## src/rtl/fetch_unit.sv

```systemverilog
// Instruction fetch front end: owns the PC, issues one word-aligned fetch at a time
// to instruction memory and hands each fetched word with its PC to decode.
module fetch_unit #(
    parameter int               XLEN     = 32,
    parameter logic [XLEN-1:0]  RESET_PC = 32'h0000_0000
) (
    input  logic            clk,
    input  logic            rst_n,

    output logic            imem_req_valid,
    input  logic            imem_req_ready,
    output logic [XLEN-1:0] imem_req_addr,
    input  logic            imem_rsp_valid,
    input  logic [XLEN-1:0] imem_rsp_data,

    output logic            inst_valid,
    input  logic            inst_ready,
    output logic [XLEN-1:0] inst_data,
    output logic [XLEN-1:0] inst_pc,

    input  logic            redirect_valid,
    input  logic [XLEN-1:0] redirect_pc,
    output logic            align_err
);

    typedef enum logic [1:0] {
        REQ  = 2'd0,
        WAIT = 2'd1,
        HOLD = 2'd2
    } state_t;

    state_t          state;
    state_t          state_next;

    logic [XLEN-1:0] pc;
    logic [XLEN-1:0] pc_next;
    logic [XLEN-1:0] pc_seq;
    logic [XLEN-1:0] redirect_target;
    logic [XLEN-1:0] req_pc;
    logic [XLEN-1:0] req_pc_next;
    logic [XLEN-1:0] inst_data_next;
    logic [XLEN-1:0] inst_pc_next;
    logic            drop;
    logic            drop_next;
    logic            inst_valid_next;
    logic            align_err_next;
    logic            started;
    logic            req_fire;

    // The request is held off for the first cycle out of reset so that
    // imem_req_valid stays low while rst_n is asserted.
    assign imem_req_valid  = started && (state == REQ);
    assign imem_req_addr   = {pc[XLEN-1:2], 2'b00};
    assign req_fire        = imem_req_valid && imem_req_ready;
    assign pc_seq          = pc + XLEN'(4);
    assign redirect_target = {redirect_pc[XLEN-1:2], 2'b00};

    always_ff @(posedge clk or negedge rst_n) begin
        if (!rst_n) begin
            state      <= REQ;
            pc         <= RESET_PC;
            req_pc     <= RESET_PC;
            drop       <= 1'b0;
            started    <= 1'b0;
            inst_valid <= 1'b0;
            inst_data  <= '0;
            inst_pc    <= '0;
            align_err  <= 1'b0;
        end else begin
            state      <= state_next;
            pc         <= pc_next;
            req_pc     <= req_pc_next;
            drop       <= drop_next;
            started    <= 1'b1;
            inst_valid <= inst_valid_next;
            inst_data  <= inst_data_next;
            inst_pc    <= inst_pc_next;
            align_err  <= align_err_next;
        end
    end

    // Redirect wins over everything; a request already in flight is marked so its
    // response is thrown away instead of reaching decode.
    always_comb begin
        state_next      = state;
        pc_next         = pc;
        req_pc_next     = req_pc;
        drop_next       = drop;
        inst_valid_next = inst_valid;
        inst_data_next  = inst_data;
        inst_pc_next    = inst_pc;
        align_err_next  = 1'b0;

        if (redirect_valid) begin
            pc_next        = redirect_target;
            align_err_next = |redirect_pc[1:0];
            case (state)
                REQ: begin
                    if (req_fire) begin
                        req_pc_next = pc;
                        drop_next   = 1'b1;
                        state_next  = WAIT;
                    end
                end
                WAIT: begin
                    if (imem_rsp_valid) begin
                        drop_next  = 1'b0;
                        state_next = REQ;
                    end else begin
                        drop_next  = 1'b1;
                    end
                end
                HOLD: begin
                    inst_valid_next = 1'b0;
                    state_next      = REQ;
                end
                default: begin
                    state_next = REQ;
                end
            endcase
        end else begin
            case (state)
                REQ: begin
                    if (req_fire) begin
                        req_pc_next = pc;
                        pc_next     = pc_seq;
                        state_next  = WAIT;
                    end
                end
                WAIT: begin
                    if (imem_rsp_valid) begin
                        if (drop) begin
                            drop_next  = 1'b0;
                            state_next = REQ;
                        end else begin
                            inst_data_next  = imem_rsp_data;
                            inst_pc_next    = req_pc;
                            inst_valid_next = 1'b1;
                            state_next      = HOLD;
                        end
                    end
                end
                HOLD: begin
                    if (inst_ready) begin
                        inst_valid_next = 1'b0;
                        state_next      = REQ;
                    end
                end
                default: begin
                    state_next = REQ;
                end
            endcase
        end
    end

endmodule

```

## config.mk

```make
export PLATFORM = sky130hd
export DESIGN_NAME = fetch_unit
export DESIGN_NICKNAME = d
export VERILOG_FILES = /design/src/rtl/fetch_unit.sv
export SDC_FILE = /design/constraint.sdc
export NUM_CORES = 1
export LEC_CHECK = 0
export ABC_CLOCK_PERIOD_IN_PS = 2500
export CAP_MARGIN = 0
export CORE_MARGIN = 2
export CORE_UTILIZATION = 42
export CTS_BUF_LIST = sky130_fd_sc_hd__clkbuf_16
export DETAILED_ROUTE_END_ITERATION = 16
export GPL_ROUTABILITY_DRIVEN = 0
export PLACE_DENSITY = 0.76
export SLEW_MARGIN = 30
export SYNTH_ARGS = -nofsm -noshare
export SYNTH_HDL_FRONTEND = slang
export SYNTH_SLANG_ARGS = --single-unit
```

## constraint.sdc

```tcl
create_clock -name clk -period 2.5 [get_ports clk]
set_clock_uncertainty 0.2 [all_clocks]
set_input_delay 0.25 -clock clk [delete_from_list [all_inputs] [get_ports clk]]
set_output_delay 0.25 -clock clk [all_outputs]
set_load 0.01 [all_outputs]
```

==> impl_metrics.csv, run 1 <==
group,metric,value,unit
pwr,fin_total_pwr,8180,uW
global_routing,grt_antenna_before_repair,0,
final_layout,layout.filler_cells,1019,
floorplan,fp.dieW,119,um
floorplan,pin_count,169,
clock_network,ctsHoldBuffers,1,
setup_path,end_kind,"flip-flop",
status,outcome,"finished, final reports clean",
timing,final_period_minus_worst_setup_slack,2340,ps
floorplan,dieArea,0.0140,sq mm
floorplan,number_of_placement_rows,41,
setup_path,reg2reg_setup_slack,160,ps
timing,rsz_0062_raised_after_global_routing,"false",
setup_path,r2r-end,"pc[28]",
clock_network,cts-buffers-inserted,17,
timing,report.final.hold_viol_count,0,
flow_run,max_cap_violations,0,
final_layout,most_frequent_logic_cell_in_the_layout,"sky130_fd_sc_hd__clkdlybuf4s50_1",
final_layout,lay_top_cells,"163 x sky130_fd_sc_hd__clkdlybuf4s50_1, 128 x sky130_fd_sc_hd__dfrtp_1, 111 x sky130_fd_sc_hd__nand2_1, 62 x sky130_fd_sc_hd__mux2_2, 22 x sky130_fd_sc_hd__o21ai_0",
clock_network,cts_htree_levels,4,
routing,detail-route-antenna-nets,0,
timing,fin_tns_setup,0,ps
hold_path,hp-class,"input pin to async pin",
synth,yosysWarnings,0,
timing,max-slew-margin-rel,0.629,
final_layout,final_core_utilization,0.626,
clock_network,clockRootBuffer,"sky130_fd_sc_hd__clkbuf_16",
final_layout,largest_register_ffs,32,
global_routing,grt_start_max_net_pins,62,
routing,drc_errors,0,
pwr,powerDensity,1030,mW/mm^2
timing,finalCritPeriodShare,0.936,
timing,measured_slew_at_the_worst_slew_check_pin,557,ps
clock_network,clkSlewWorstSetupHoldPaths,50,ps
pwr,leak,0.00343,uW
run 1: Yosys cell counts, types with 2 or more instances:
cell	count	share of area
sky130_fd_sc_hd__conb_1	2	0.0014
sky130_fd_sc_hd__nor2_1	18	0.012
sky130_fd_sc_hd__mux2_2	62	0.13
sky130_fd_sc_hd__nor4_1	5	0.0057
sky130_fd_sc_hd__nand3_2	2	0.0036
sky130_fd_sc_hd__nand4_1	14	0.016
sky130_fd_sc_hd__a31oi_1	11	0.012
sky130_fd_sc_hd__o21ai_0	22	0.020
sky130_fd_sc_hd__dfrtp_1	128	0.58
sky130_fd_sc_hd__nor3_1	5	0.0045
sky130_fd_sc_hd__and3_1	5	0.0057
sky130_fd_sc_hd__or3_1	7	0.0079
sky130_fd_sc_hd__buf_4	4	0.0055
sky130_fd_sc_hd__nand2_1	111	0.076
sky130_fd_sc_hd__o31a_1	2	0.0032
sky130_fd_sc_hd__nand3_1	9	0.0082
sky130_fd_sc_hd__xnor2_1	6	0.0095
sky130_fd_sc_hd__clkbuf_1	24	0.016
sky130_fd_sc_hd__o31ai_1	9	0.012
sky130_fd_sc_hd__o211ai_1	4	0.0055
sky130_fd_sc_hd__inv_1	11	0.0075
sky130_fd_sc_hd__a21oi_1	3	0.0027
sky130_fd_sc_hd__or4_1	12	0.016
sky130_fd_sc_hd__xor2_1	5	0.0079
sky130_fd_sc_hd__ha_1	4	0.0091
run 1: cell families (layout without fill, tap and decap cells):
kind of cell	Yosys count	count (layout)	synth area share
simple gates	196	196	0.167
xor+xnor	11	11	0.0175
buf+inv	40	227	0.0313
flops	128	128	0.581
fa+ha+maj	4	4	0.00909
other cells	2	5	0.00136
compound gates	56	56	0.0636
mux	63	63	0.129
run 1: metal layers:
layer,GRT usage,up-vias,wire length (um)
li1,-,2102,-
met1,0.254,2104,5950
met2,0.317,189,6460
met3,0.0589,30,897
met4,0.0997,0,404
met5,0,-,0
run 1: per-stage QoR:
step                cell area (sq um)  hold WS, ps  instances  worst slack (ps)
floorplan                        5520         -246        503              84.6
global placement                 7430         54.9        832              52.8
detailed placement               7430         64.7        832              3.11
CTS                              7950          182        862              18.8
global route                     7960          221        862              25.9
finish                           7960          188        862               159
run 1: power breakdown:
part / internal, uW / switching, uW / total, uW
Sequential: 2870 / 450 / 3320
Combinational: 1640 / 1100 / 2730
Clock: 1320 / 819 / 2130
run 1: worst max-delay path by stage:
stage / startpoint / to / slack (ps) / cells past startpoint
floorplan: state[0] / pc[31] / 80 / 7
global placement: imem_req_ready / pc[27] / 50 / 5
detailed placement: state[1] / pc[22] / 3 / 7
CTS: state[1] / pc[22] / 20 / 7
global route: pc[3] / pc[26] / 30 / 5
finish: pc[3] / pc[28] / 160 / 5
run 1: layout make-up:
class	instances	area, sq um	area share
inverter	11	41.3	0.00519
multi-input combinational	335	2160	0.272
clock buffer	17	425	0.0535
clock inverter	12	81.3	0.0102
tap	172	215	0.0270
sequential	128	3200	0.402
timing repair buffer	187	1830	0.230
run 1: critical path, delay by kind of cell (launching register included):
family | cells | cell delay (ps)
simple gates | 3 | 1150
fa+ha+maj | 1 | 220
compound gates | 1 | 200
flops | 1 | 470
**Run 1: clock wires, drivers and flops**

(4 px per um)
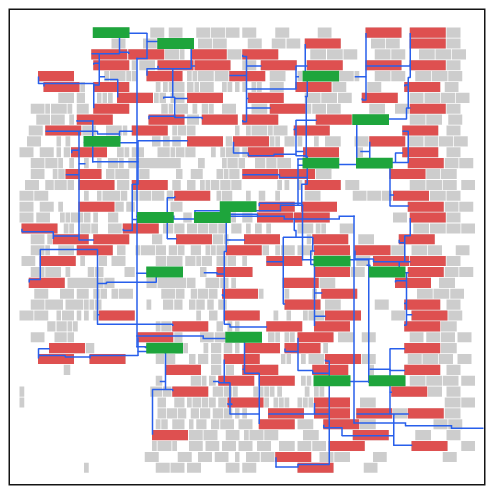
legend:
  red:
    item: flip-flops
    count: 128
  green:
    item: clock drivers
    count: 17
  blue:
    item: clock wires
    length: 1540 um
routed clock nets: 18

**Run 1: PDN straps and rails**

(4 px per um) Pins as bars on the die edge.
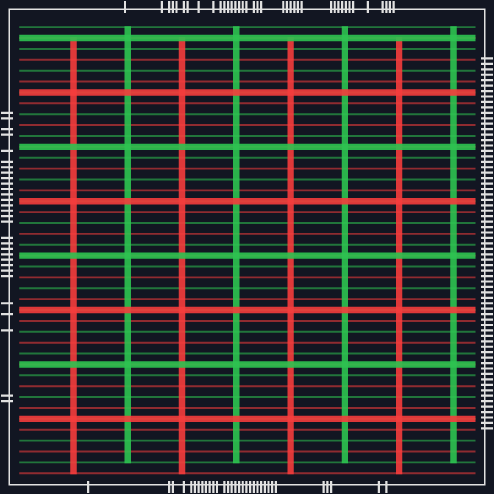
legend:
  red:
    net: VSS
  green:
    net: VDD
met1 rails: 42
met4 straps: 8
signal pins: 169

**Run 1: track usage over the die**

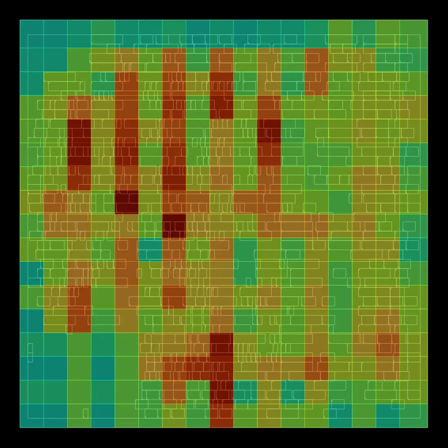
layer carrying the most global-route usage: met2
overall track demand over capacity in global routing: 0.202
met2 GRT Util: 0.317
GR Util met1: 0.254

**Run 1: cell area per tile**

(2 px per um) The die is cut into 12 by 12 equal tiles; white is low, dark blue is high, 0 to 100% covered.
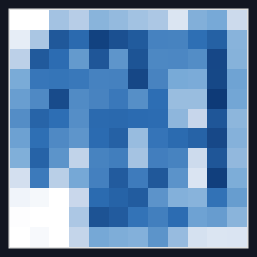

--- run 2 (diff from run 1) ---
- RECOVER_POWER: default -> 50
- REMOVE_ABC_BUFFERS: default -> 1
**Run 2: cell area per tile**

(2 px per um) The die is cut into 12 by 12 equal tiles; white is low, dark blue is high, 0 to 100% covered.
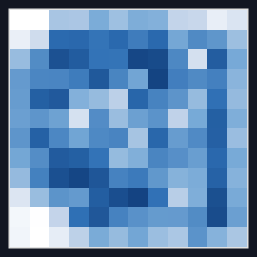
emptiest ninth of the die: south-west
fullest tile: 92%
tiles over 75% full: 22%

**Run 2: PDN straps and rails**

(4 px per um) Pins as bars on the die edge.
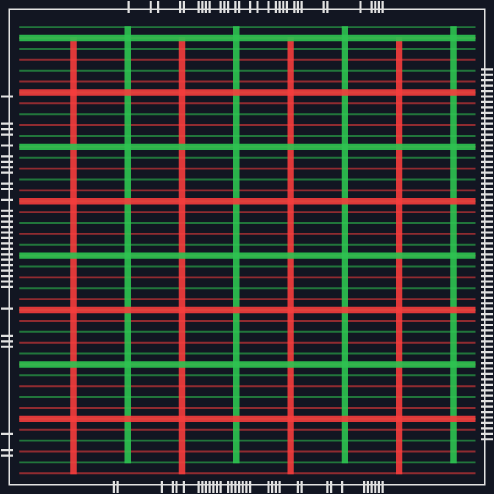
maximum resistive drop on vdd: 0.000539 V
Die Width: 119 um
die boundary height: 119 um
area of the core: 0.0127 sq mm

==> impl_metrics.csv, run 2 <==
group,metric,value,unit
status,outcome,"finished with violations",
status,failed_checks,"max-capacitance violations, max-slew violations",
clock_network,clockRootBuffer,"sky130_fd_sc_hd__clkbuf_16",
timing,rsz_0062_raised_after_global_routing,"false",
synth,netlist_top_cells_area,"sky130_fd_sc_hd__dfrtp_1 58%, sky130_fd_sc_hd__mux2_2 13%, sky130_fd_sc_hd__nand2_1 7.6%",
hold_path,hp-class,"input pin to flip-flop",
global_routing,global_route.peak_usage_layer,"met2",
final_layout,post-route-cell-area,0.00798,sq mm
routing,detail-route-antenna-nets,0,
global_routing,grt_antenna_before_repair,0,
synth,synth_dominant_cell_count,"sky130_fd_sc_hd__dfrtp_1",
setup_path,end_kind,"flip-flop",
placement,place_area,0.00744,sq mm
timing,report.final.hold_viol_count,0,
synth,synthTopCellsByCount,"128 x sky130_fd_sc_hd__dfrtp_1, 111 x sky130_fd_sc_hd__nand2_1, 62 x sky130_fd_sc_hd__mux2_2",
global_routing,groute.layer.met1.usage,0.255,
synth,largest_area_cell,"sky130_fd_sc_hd__dfrtp_1",
floorplan,dieArea,0.0140,sq mm
final_layout,layout.filler_cells,1036,
final_layout,most_frequent_logic_cell_in_the_layout,"sky130_fd_sc_hd__dfrtp_1",
timing,fin_hold_ws,192,ps
final_layout,final_core_utilization,0.627,
synth,synth_top_area_share,0.581,
global_routing,grt_util_all_layers,0.203,
timing,final_period_minus_worst_setup_slack,2380,ps
timing,finalCritPeriodShare,0.953,
global_routing,global_route.usage.met2,0.338,
timing,timing_max_transition_violations_final,65,
clock_network,clkSlewWorstSetupHoldPaths,60,ps
global_routing,grt_util_met3,0.0574,
clock_network,cts-buffers-inserted,17,
flow_run,max_cap_violations,1,
final_layout,largest_register_ffs,32,
run 2: cell types whose count changed in the layout (fill, tap and decap cells not counted):
cell | previous run | this run
sky130_fd_sc_hd__dlygate4sd3_1 | 1 | 47
sky130_fd_sc_hd__buf_2 | 0 | 1
sky130_fd_sc_hd__buf_4 | 21 | 18
sky130_fd_sc_hd__clkinv_1 | 3 | 1
sky130_fd_sc_hd__clkdlybuf4s50_1 | 163 | 117
sky130_fd_sc_hd__clkbuf_2 | 0 | 2
sky130_fd_sc_hd__clkinv_2 | 5 | 3
sky130_fd_sc_hd__clkinvlp_4 | 1 | 4
sky130_fd_sc_hd__clkinv_4 | 0 | 1
sky130_fd_sc_hd__ha_4 | 1 | 0
sky130_fd_sc_hd__ha_1 | 3 | 4
sky130_fd_sc_hd__inv_6 | 0 | 3
run 2: cell families (layout without fill, tap and decap cells):
family,Yosys count,in the layout,synth area share
flops,128,128,0.581
fa+ha+maj,4,4,0.00909
compound gates,56,56,0.0636
mux,63,63,0.129
buf+inv,40,230,0.0313
xor+xnor,11,11,0.0175
other cells,2,5,0.00136
simple gates,196,196,0.167
run 2: metrics by stage:
| stage | TNS [ps] | setup WS (ps) | std cells | power, uW |
|---|---|---|---|---|
| 2_1_floorplan | -207750 | -3290 | 474 | 4480 |
| 3_3_place_gp | 0 | 81.5 | 832 | 5980 |
| 3_5_place_dp | 0 | 23.3 | 832 | 6120 |
| 4_1_cts | 0 | 111 | 865 | 8410 |
| 5_1_grt | 0 | 22.7 | 865 | 8630 |
| 6_report | 0 | 117 | 865 | 8160 |
run 2: final timing paths:
| check | startpoint | to | depth (start not counted) |
|---|---|---|---|
| worst min-delay path | redirect_pc[0] | align_err | 3 |
| min in group asynchronous | rst_n | inst_data[18] | 2 |
| worst min register to register | req_pc[26] | req_pc[26] | 2 |
| worst max-delay path | state[1] | pc[29] | 6 |
| max in group asynchronous | rst_n | pc[31] | 3 |
| worst max register to register | state[1] | pc[29] | 6 |
run 2: critical path: stages, from the launching register on:
cell and delay (ps):
sky130_fd_sc_hd__dfrtp_1 380, sky130_fd_sc_hd__inv_1 100, sky130_fd_sc_hd__ha_1 180, sky130_fd_sc_hd__nand3_2 90, sky130_fd_sc_hd__or4_4 650, sky130_fd_sc_hd__or4_1 510
sky130_fd_sc_hd__a31oi_1 190
run 2: per-layer routing:
| metal | routed length (um) | share of wire |
|---|---|---|
| met5 | 0 | 0 |
| met4 | 123 | 0.0087 |
| met3 | 833 | 0.059 |
| met2 | 6980 | 0.50 |
| met1 | 6120 | 0.44 |
run 2: power by group:
| group | internal, uW | total, uW | switching, uW |
|---|---|---|---|
| clock network | 1360 | 2250 | 896 |
| logic | 1500 | 2600 | 1100 |
| registers | 2860 | 3310 | 443 |
| total | 5720 | 8160 | 2430 |
run 2: repair_timing:
| action | 4_1_cts | 5_1_grt |
|---|---|---|
| hold buffers | 1 | 0 |
| setup endpoints to repair | 0 | 0 |
| hold endpoints to repair | 61 | 0 |
run 2: final cells by class:
class / count / area share
well taps: 172 / 0.0270
multi-input cells: 335 / 0.269
repair buffers: 187 / 0.228
inverters: 11 / 0.00517
clock inverters: 15 / 0.0152
clock buffers: 17 / 0.0533
flip-flops and latches: 128 / 0.401
Power is estimated from default activity; no workload was simulated.
